layers.png
Scale: 1 px per um.
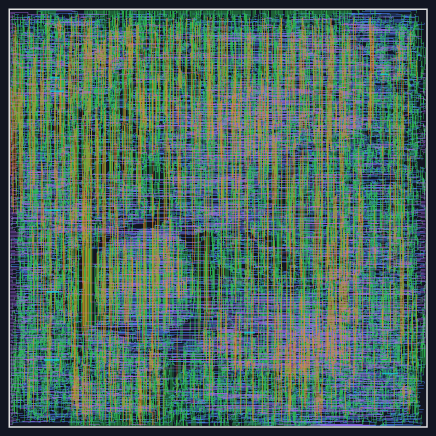
clock_nets.png
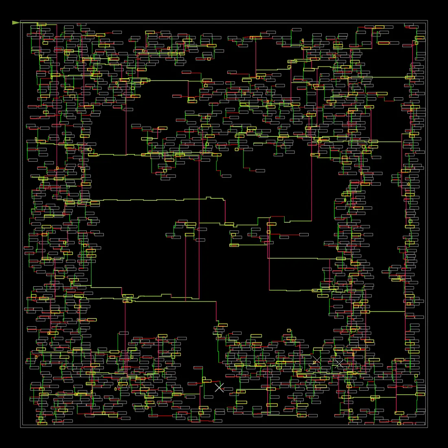
floorplan.png
Scale: 1 px per um. Pins as bars on the die edge.
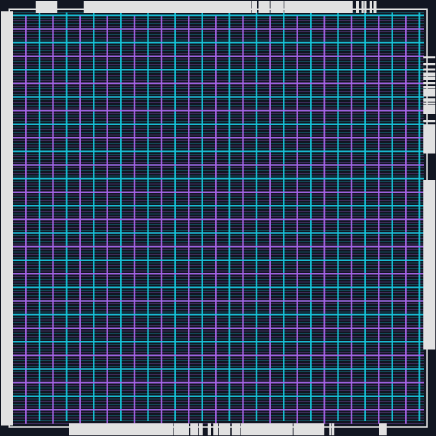
clock_wires.png
Scale: 1 px per um.
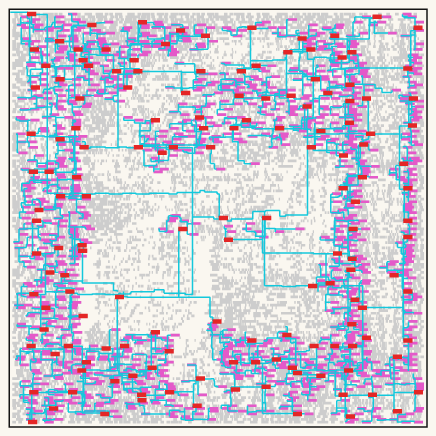
Design sha256_round_engine, sky130hd; sources not shown.
==> impl_metrics.csv <==
group,metric,value,unit
global_route,grt_use_met3,15.6,%
route,routed.top_layer,"met5",
die,chipWidth,416,um
synthesis,yosys_cells,11178,
synthesis,syn_area_per_cell,7.60,um2
final_timing,finalHoldViolCount,0,
setup_path,crit_fanout,43,
setup_path,worst_path_most_repeated_cell,"clkbuf_1",
route,first_pass_iters,8,
layout,layout.nets,13791,
synthesis,top_logic_kind,"AND-OR/OR-AND gates",
setup_path,cp_slowest_cell,"clkbuf_1",
synthesis,ys_async_sr_fraction,100,%
route,ant_nets,0,
layout,comb_cells,7904,
synthesis,xor_share,4.07,%
layout,sh_comb_area,43.5,%
layout,final_cell_area,0.104,mm2
final_timing,period_used_share,67.3,%
layout,fin_cells,14798,
cts,root_buffer,"clkbuf_16",
setup_path,end_kind,"async pin",
synthesis,most_common_cell,"nand2_1",
job,warnings,54,
global_route,grt_overflow_total,0,
final_timing,fmax,31.4,MHz
job,max_cap_violations,44,
layout,lay_top_count,"nand2_1",
min_path,hold_path.class,"register to register",
die,die-area,0.173,mm2
layout,clock_area_share,5.01,%
route,viasPerCell,6.18,
synthesis,common_cells,"nand2_1 (2395), o21ai_0 (2117), inv_1 (1465)",
layout,flop-count,1289,
min_path,hold_depth,2,
setup_path,path_delay_family,"buffers and inverters",
route,met3WireLength,51900,um
run_status,status,"complete, but fails checks",
synthesis,top_cells_by_area,"dfrtp_1 (38%), o21ai_0 (12%), nand2_1 (11%)",
layout,seq-cell-share,31.2,%
final_timing,tns,0,ns
final_timing,worst_slack,15.47,ns
synthesis,synth_flops,1289,
layout,clkbuf_count,204,
die,num_tap_cells,2218,
global_route,grt-busiest-layer,"met2",
final_timing,rsz0062_at_grt,"false",
global_route,grt_pass1_wl,605000,um
setup_path,r2r_slack,37.88,ns
die,initial_core_util,50.2,%
layout,antennaDiodeCount,47,
layout,buf_share,12.2,%
placement,dpl.hpwl,347000,um
layout,largest_class,"multi-input combinational cells",
setup_path,path_cells,"dlygate4sd3_1, clkinvlp_2, clkbuf_1, clkbuf_1, clkbuf_1, clkbuf_1, clkbuf_1, clkbuf_1, clkbuf_1, clkbuf_1, clkbuf_1, clkbuf_1, clkbuf_1, clkbuf_1",
run_status,violations,"DRC, capacitance limit, slew limit",
synthesis,ff_type,"dfrtp_1",
route,wl_met1,148000,um
layout,inverters_excl_clock,1476,
layout,area_delta_synth_final,21.9,%
placement,port_buffers,1030,
setup_path,setup.worst_path.class,"input port to async pin",
cts,cts_resized,0,
route,drc,4,
cts,tritoncts,"yes",
final_timing,drv_slew,1324,
layout,comb_area,0.0450,mm2
cts,post_cts_buffers,0,
placement,gp_congestion,1.09,
placement,placedCellCount,14478,
setup_path,path_buffers,14,
die,placementRows,151,
global_route,grt_util_met1,56.2,%
Notes on layers.png above:
Orange stands for M4, wire length 48.4 mm. Purple stands for M3, wire length 51.9 mm. Blue stands for M1, wire length 148 mm. Green stands for M2, wire length 180 mm. Cyan stands for M5, wire length 87.4 um.
routed via count: 91464
DR WL/cell: 28.9 um
total track usage: 48.5%
drt total wl: 428000 um

Notes on clock_nets.png above:
Latency at later pin: 0.90 ns
clk sink count: 1289
CTS buffer count: 152

Notes on floorplan.png above:
Cyan stands for VDD. Purple stands for VSS.
1031 signal pins sit on the boundary. 30 straps on met4.
core box area: 0.169 mm2
die extent in y: 416 um

Notes on clock_wires.png above:
Magenta stands for flip-flops, count 1289. Cyan stands for clock wires, length 17800 um. Red stands for clock-net drivers, count 152.
Position of the flops: widely spread. There are 153 routed clock nets.

